**config.mk**
```make
export PLATFORM = sky130hd
export DESIGN_NAME = mc_control_fsm_flat
export DESIGN_NICKNAME = d
export VERILOG_FILES = /design/src/rtl/mc_control_if.sv /design/src/rtl/mc_control_fsm.sv /design/src/flat_wrapper.sv
export SDC_FILE = /design/constraint.sdc
export NUM_CORES = 1
export LEC_CHECK = 0
export ABC_AREA = 0
export ABC_CLOCK_PERIOD_IN_PS = 6600
export CAP_MARGIN = 20
export CORE_MARGIN = 4
export CORE_UTILIZATION = 40
export DETAILED_ROUTE_END_ITERATION = 7
export PLACE_DENSITY = 0.81
export SYNTH_ARGS = -nofsm -noshare
export SYNTH_HDL_FRONTEND = slang
export SYNTH_SLANG_ARGS = --single-unit
```
**constraint.sdc**
```tcl
create_clock -name clk -period 6.6 [get_ports clk]
set_input_delay 1.32 -clock clk [delete_from_list [all_inputs] [get_ports clk]]
set_output_delay 1.32 -clock clk [all_outputs]
set_load 0.02 [all_outputs]
```
**src/rtl/mc_control_if.sv**
```systemverilog
// ============================================================================
// Module      : mc_control_if
// Description : Instruction-field, flag and handshake inputs plus datapath
//               control outputs of the multicycle control unit.
// Revision    : 1.0 - initial release
// ============================================================================
`default_nettype none

interface mc_control_if;
  logic [3:0] cond;
  logic [1:0] op;
  logic [5:0] funct;
  logic [3:0] rd_field;
  logic [1:0] sh;
  logic [3:0] alu_flags;
  logic       mem_ready;

  logic       pc_write;
  logic       adr_src;
  logic       mem_write;
  logic       ir_write;
  logic [1:0] result_src;
  logic       alu_src_a;
  logic [1:0] alu_src_b;
  logic [1:0] imm_src;
  logic [1:0] reg_src;
  logic       reg_write;
  logic [2:0] alu_control;
  logic [3:0] state;

  // Controller side
  modport master (
    input  cond, op, funct, rd_field, sh, alu_flags, mem_ready,
    output pc_write, adr_src, mem_write, ir_write, result_src, alu_src_a,
           alu_src_b, imm_src, reg_src, reg_write, alu_control, state
  );

  // Datapath side
  modport slave (
    output cond, op, funct, rd_field, sh, alu_flags, mem_ready,
    input  pc_write, adr_src, mem_write, ir_write, result_src, alu_src_a,
           alu_src_b, imm_src, reg_src, reg_write, alu_control, state
  );
endinterface

`default_nettype wire

```
**src/rtl/mc_control_fsm.sv**
```systemverilog
// ============================================================================
// Module      : mc_control_fsm
// Description : Multicycle ARM-subset main controller: state sequencing,
//               NZCV flags register and condition-code evaluation.
// Revision    : 1.0 - initial release
// ============================================================================
`default_nettype none

module mc_control_fsm #(
  parameter logic MEM_WAIT_EN = 1'b1
) (
  input  logic         clk,
  input  logic         rst_n,
  mc_control_if.master bus
);

  typedef enum logic [3:0] {
    S_FETCH  = 4'd0,
    S_DECODE = 4'd1,
    S_MEMADR = 4'd2,
    S_MEMRD  = 4'd3,
    S_MEMWB  = 4'd4,
    S_MEMWR  = 4'd5,
    S_EXECR  = 4'd6,
    S_EXECI  = 4'd7,
    S_ALUWB  = 4'd8,
    S_BRANCH = 4'd9
  } state_t;

  localparam logic [2:0] c_alu_add = 3'b000;
  localparam logic [2:0] c_alu_sub = 3'b001;
  localparam logic [2:0] c_alu_and = 3'b010;
  localparam logic [2:0] c_alu_orr = 3'b011;
  localparam logic [2:0] c_alu_mov = 3'b100;
  localparam logic [2:0] c_alu_lsl = 3'b101;
  localparam logic [2:0] c_alu_lsr = 3'b110;

  state_t     r_state;
  state_t     w_next;
  logic [3:0] r_flags;
  logic [3:0] r_exec_flags;

  logic       w_ready, w_condex, w_nowrite, w_wb;
  logic       w_n, w_z, w_c, w_v;
  logic [3:0] w_cmd;
  logic [2:0] w_dp_alu;
  logic       w_pc_write, w_adr_src, w_mem_write, w_ir_write, w_reg_write;
  logic       w_alu_src_a;
  logic [1:0] w_result_src, w_alu_src_b;
  logic [2:0] w_alu_control;

  assign w_ready   = ~MEM_WAIT_EN | bus.mem_ready;
  assign w_cmd     = bus.funct[4:1];
  assign w_nowrite = (w_cmd == 4'b1010);
  assign {w_n, w_z, w_c, w_v} = r_flags;

  // ALU flags are captured in the execute cycle and committed in ALUWB
  always_ff @(posedge clk or negedge rst_n) begin
    if (!rst_n) begin
      r_state      <= S_FETCH;
      r_flags      <= 4'b0000;
      r_exec_flags <= 4'b0000;
    end else begin
      r_state <= w_next;
      if (r_state == S_EXECR || r_state == S_EXECI)
        r_exec_flags <= bus.alu_flags;
      if (r_state == S_ALUWB && bus.funct[0] && w_condex)
        r_flags <= r_exec_flags;
    end
  end

  always_comb begin
    w_condex = 1'b0;
    case (bus.cond)
      4'h0:    w_condex = w_z;
      4'h1:    w_condex = ~w_z;
      4'h2:    w_condex = w_c;
      4'h3:    w_condex = ~w_c;
      4'h4:    w_condex = w_n;
      4'h5:    w_condex = ~w_n;
      4'h6:    w_condex = w_v;
      4'h7:    w_condex = ~w_v;
      4'h8:    w_condex = w_c & ~w_z;
      4'h9:    w_condex = ~w_c | w_z;
      4'hA:    w_condex = (w_n == w_v);
      4'hB:    w_condex = (w_n != w_v);
      4'hC:    w_condex = ~w_z & (w_n == w_v);
      4'hD:    w_condex = w_z | (w_n != w_v);
      4'hE:    w_condex = 1'b1;
      default: w_condex = 1'b0;
    endcase
  end

  always_comb begin
    w_dp_alu = c_alu_add;
    case (w_cmd)
      4'b0100:         w_dp_alu = c_alu_add;
      4'b0010, 4'b1010: w_dp_alu = c_alu_sub;
      4'b0000:         w_dp_alu = c_alu_and;
      4'b1100:         w_dp_alu = c_alu_orr;
      4'b1101: begin
        case (bus.sh)
          2'b00:   w_dp_alu = c_alu_lsl;
          2'b01:   w_dp_alu = c_alu_lsr;
          default: w_dp_alu = c_alu_mov;
        endcase
      end
      default:         w_dp_alu = c_alu_add;
    endcase
  end

  always_comb begin
    w_next        = r_state;
    w_pc_write    = 1'b0;
    w_adr_src     = 1'b0;
    w_mem_write   = 1'b0;
    w_ir_write    = 1'b0;
    w_reg_write   = 1'b0;
    w_result_src  = 2'b00;
    w_alu_src_a   = 1'b0;
    w_alu_src_b   = 2'b00;
    w_alu_control = c_alu_add;
    w_wb          = 1'b0;
    case (r_state)
      S_FETCH: begin
        w_alu_src_a  = 1'b1;
        w_alu_src_b  = 2'b10;
        w_result_src = 2'b10;
        if (w_ready) begin
          w_ir_write = 1'b1;
          w_pc_write = 1'b1;
          w_next     = S_DECODE;
        end
      end
      S_DECODE: begin
        w_alu_src_a = 1'b1;
        w_alu_src_b = 2'b10;
        case (bus.op)
          2'b01:   w_next = S_MEMADR;
          2'b00:   w_next = bus.funct[5] ? S_EXECI : S_EXECR;
          2'b10:   w_next = S_BRANCH;
          default: w_next = S_FETCH;
        endcase
      end
      S_MEMADR: begin
        w_alu_src_b = 2'b01;
        w_next      = bus.funct[0] ? S_MEMRD : S_MEMWR;
      end
      S_MEMRD: begin
        w_adr_src = 1'b1;
        if (w_ready) w_next = S_MEMWB;
      end
      S_MEMWR: begin
        w_adr_src   = 1'b1;
        w_mem_write = w_condex;
        if (w_ready) w_next = S_FETCH;
      end
      S_MEMWB: begin
        w_result_src = 2'b01;
        w_wb         = w_condex;
        w_next       = S_FETCH;
      end
      S_EXECR: begin
        w_alu_src_b   = 2'b00;
        w_alu_control = w_dp_alu;
        w_next        = S_ALUWB;
      end
      S_EXECI: begin
        w_alu_src_b   = 2'b01;
        w_alu_control = w_dp_alu;
        w_next        = S_ALUWB;
      end
      S_ALUWB: begin
        w_result_src = 2'b00;
        w_wb         = w_condex & ~w_nowrite;
        w_next       = S_FETCH;
      end
      S_BRANCH: begin
        w_alu_src_b  = 2'b01;
        w_result_src = 2'b10;
        w_pc_write   = w_condex;
        w_next       = S_FETCH;
      end
      default: w_next = S_FETCH;
    endcase
    // Writeback to R15 redirects into the PC instead of the register file
    if (w_wb) begin
      if (bus.rd_field == 4'hF) w_pc_write  = 1'b1;
      else                      w_reg_write = 1'b1;
    end
  end

  // Enables are gated by reset so nothing is written while it is held
  assign bus.pc_write    = w_pc_write  & rst_n;
  assign bus.mem_write   = w_mem_write & rst_n;
  assign bus.ir_write    = w_ir_write  & rst_n;
  assign bus.reg_write   = w_reg_write & rst_n;
  assign bus.adr_src     = w_adr_src;
  assign bus.result_src  = w_result_src;
  assign bus.alu_src_a   = w_alu_src_a;
  assign bus.alu_src_b   = w_alu_src_b;
  assign bus.alu_control = w_alu_control;
  assign bus.imm_src     = bus.op;
  assign bus.reg_src     = {(bus.op == 2'b01) & ~bus.funct[0], (bus.op == 2'b10)};
  assign bus.state       = r_state;

endmodule

`default_nettype wire

```
**src/flat_wrapper.sv**
```systemverilog
// flat-port wrapper written by rule: the top's interface ports become plain ports
module mc_control_fsm_flat 
#(
  parameter logic MEM_WAIT_EN = 1'b1
)
  (clk, rst_n, bus_cond, bus_op, bus_funct, bus_rd_field, bus_sh, bus_alu_flags, bus_mem_ready, bus_pc_write, bus_adr_src, bus_mem_write, bus_ir_write, bus_result_src, bus_alu_src_a, bus_alu_src_b, bus_imm_src, bus_reg_src, bus_reg_write, bus_alu_control, bus_state);
  mc_control_if bus_i ();
  input  logic clk;
  input  logic rst_n;
  input wire logic [$bits(bus_i.cond)-1:0] bus_cond;
  input wire logic [$bits(bus_i.op)-1:0] bus_op;
  input wire logic [$bits(bus_i.funct)-1:0] bus_funct;
  input wire logic [$bits(bus_i.rd_field)-1:0] bus_rd_field;
  input wire logic [$bits(bus_i.sh)-1:0] bus_sh;
  input wire logic [$bits(bus_i.alu_flags)-1:0] bus_alu_flags;
  input wire logic [$bits(bus_i.mem_ready)-1:0] bus_mem_ready;
  output wire logic [$bits(bus_i.pc_write)-1:0] bus_pc_write;
  output wire logic [$bits(bus_i.adr_src)-1:0] bus_adr_src;
  output wire logic [$bits(bus_i.mem_write)-1:0] bus_mem_write;
  output wire logic [$bits(bus_i.ir_write)-1:0] bus_ir_write;
  output wire logic [$bits(bus_i.result_src)-1:0] bus_result_src;
  output wire logic [$bits(bus_i.alu_src_a)-1:0] bus_alu_src_a;
  output wire logic [$bits(bus_i.alu_src_b)-1:0] bus_alu_src_b;
  output wire logic [$bits(bus_i.imm_src)-1:0] bus_imm_src;
  output wire logic [$bits(bus_i.reg_src)-1:0] bus_reg_src;
  output wire logic [$bits(bus_i.reg_write)-1:0] bus_reg_write;
  output wire logic [$bits(bus_i.alu_control)-1:0] bus_alu_control;
  output wire logic [$bits(bus_i.state)-1:0] bus_state;
  assign bus_i.cond = bus_cond;
  assign bus_i.op = bus_op;
  assign bus_i.funct = bus_funct;
  assign bus_i.rd_field = bus_rd_field;
  assign bus_i.sh = bus_sh;
  assign bus_i.alu_flags = bus_alu_flags;
  assign bus_i.mem_ready = bus_mem_ready;
  assign bus_pc_write = bus_i.pc_write;
  assign bus_adr_src = bus_i.adr_src;
  assign bus_mem_write = bus_i.mem_write;
  assign bus_ir_write = bus_i.ir_write;
  assign bus_result_src = bus_i.result_src;
  assign bus_alu_src_a = bus_i.alu_src_a;
  assign bus_alu_src_b = bus_i.alu_src_b;
  assign bus_imm_src = bus_i.imm_src;
  assign bus_reg_src = bus_i.reg_src;
  assign bus_reg_write = bus_i.reg_write;
  assign bus_alu_control = bus_i.alu_control;
  assign bus_state = bus_i.state;
  mc_control_fsm #(.MEM_WAIT_EN(MEM_WAIT_EN)) u_core (.clk(clk), .rst_n(rst_n), .bus(bus_i));
endmodule
```
==> summary.txt <==
Notes on the flow outputs.

- The first-pass GRT wire length is 4720 um.
- STA lists the startpoint of the worst hold path as u_core.r_exec_flags[1].
- Dividing total power by cell area gives a power density of 313 nW/um^2.
- The slew at the pin closest to its max-slew limit is 0.591 ns.
- The buffer cell driving the clock tree root reads sky130_fd_sc_hd__clkbuf_4.
- The post-placement cell count reads 192.
- STA reports a reg2reg setup slack of 4.48 ns.
- The arrival time of the worst setup path reads 4.16 ns.
- The netlist uses 39 different library cells.
- The final period demand of the worst path reads 5.48 ns.
- On the final layout, the worst clock skew is 0.00418 ns.
- Excluding fillers, the count of instances in the completed layout stands at 196.
- The register bit count reported by yosys is 12.
- The switching fraction of total power reads 42.3%.
- The fraction of power consumed by combinational cells is 55.7%.
- The source-to-sink clock delay at the later pin of the worst-skew pair is 0.26 ns.
- The number of maximum-capacitance constraint violations is 0.
- The power consumed by the clock network reads 0.0000563 W.
- The clock slew at the register clock pins of the worst setup and hold paths reads 0.07 ns.
- The number of routed nets with antenna violations is 0.
- The slowest stage of the critical path is the sky130_fd_sc_hd__clkdlybuf4s50_1 cell.
- Warnings raised by the tools during the run amount to 26.
- The largest buffer count on any clock path reads 2.
- Post-CTS timing repair inserted 0 buffers for setup.
- The data required time at the worst endpoint reads 5.28 ns.
- The total clock sinks reads 12.
- Cells fill 61.5% of the core in the end.
- The commonest cells after synthesis are sky130_fd_sc_hd__nor3_1, sky130_fd_sc_hd__dfrtp_1, sky130_fd_sc_hd__a21oi_1.
- The flow ran to the end, and the final reports show no timing, DRC or antenna violations.
- The number of design-rule violations left by the first detailed-router iteration reads 55.
- The overall fraction of global-route tracks in use reads 16.8%.
- The average vias per placed instance is 5.68.
- The share of the synthesized area in the top cell type is 28.3%.
- The cell area after placement is 1500 um^2.
-- stage by stage --
step | power, W | worst slack (ns)
floorplan | 0.000315 | 2.23
global placement | 0.000421 | 1.25
detailed placement | 0.000425 | 1.16
CTS | 0.000485 | 1.14
global route | 0.000520 | 0.924
finish | 0.000481 | 1.12
-- cell type report --
| type | instances | area, um^2 |
|---|---|---|
| Clock buffer | 4 | 36.3 |
| Fill cell | 213 | 962 |
| Inverter | 5 | 18.8 |
| Multi-Input combinational cell | 100 | 694 |
| Sequential cell | 12 | 300 |
| Tap cell | 30 | 37.5 |
| Timing Repair Buffer | 45 | 450 |
-- logic make-up after synthesis --
group / share of synthesized area [%]
compound gates: 20.4
xor+xnor: 3.30
buf+inv: 6.36
flops: 28.3
mux: 11.5
simple gates: 30.2
-- worst max-delay path: cells and delay by family --
kind	cells	cell delay [ns]
multiplexers	1	0.38
buffers and inverters	2	1.21
AND-OR/OR-AND	4	1.24
-- layout by cell type, fill, tap and decap left out, types with 3 or more instances in the layout --
master	count
sky130_fd_sc_hd__clkdlybuf4s50_1	45
sky130_fd_sc_hd__nor3_1	13
sky130_fd_sc_hd__dfrtp_1	12
sky130_fd_sc_hd__a21oi_1	11
sky130_fd_sc_hd__mux2_2	10
sky130_fd_sc_hd__nor2b_1	8
sky130_fd_sc_hd__o21ai_0	8
sky130_fd_sc_hd__nand2b_1	6
sky130_fd_sc_hd__inv_1	5
sky130_fd_sc_hd__nor2_1	5
sky130_fd_sc_hd__nand2_1	4
sky130_fd_sc_hd__nand3_1	3
sky130_fd_sc_hd__clkbuf_4	3
-- routing by layer --
layer  vias up  global-route usage, %  wire length [um]
met4         0                   5.06                 0
met3         0                   2.83               152
met2        40                   27.9              1370
met1       518                   22.2              1260
li1        555                      -                 -
met5         -                      0                 0
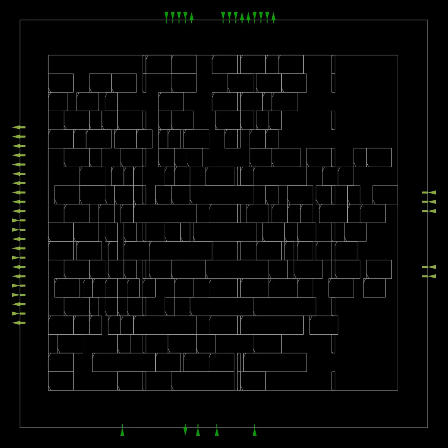
Figure 1: placed standard cells.
filler cell count in the final layout: 213
sequential fraction of total cell area: 19.5%
number of sequential cells: 12
area of the placeable core: 2500 um^2

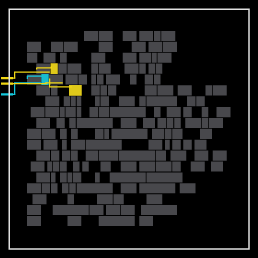
Figure 2: nets reached from selected ports.
Drawn at 4 px/um.
port	colour	bits	direction	edge	end cells	wire
bus_alu_src_a	cyan	1	output	west	1	14.4 um
bus_alu_src_b	yellow	2	output	west	2	35.7 um
I/O pin total: 46
Buffers on Ports: 45

Power figures rest on the tool's default switching activity, not on a simulated workload.
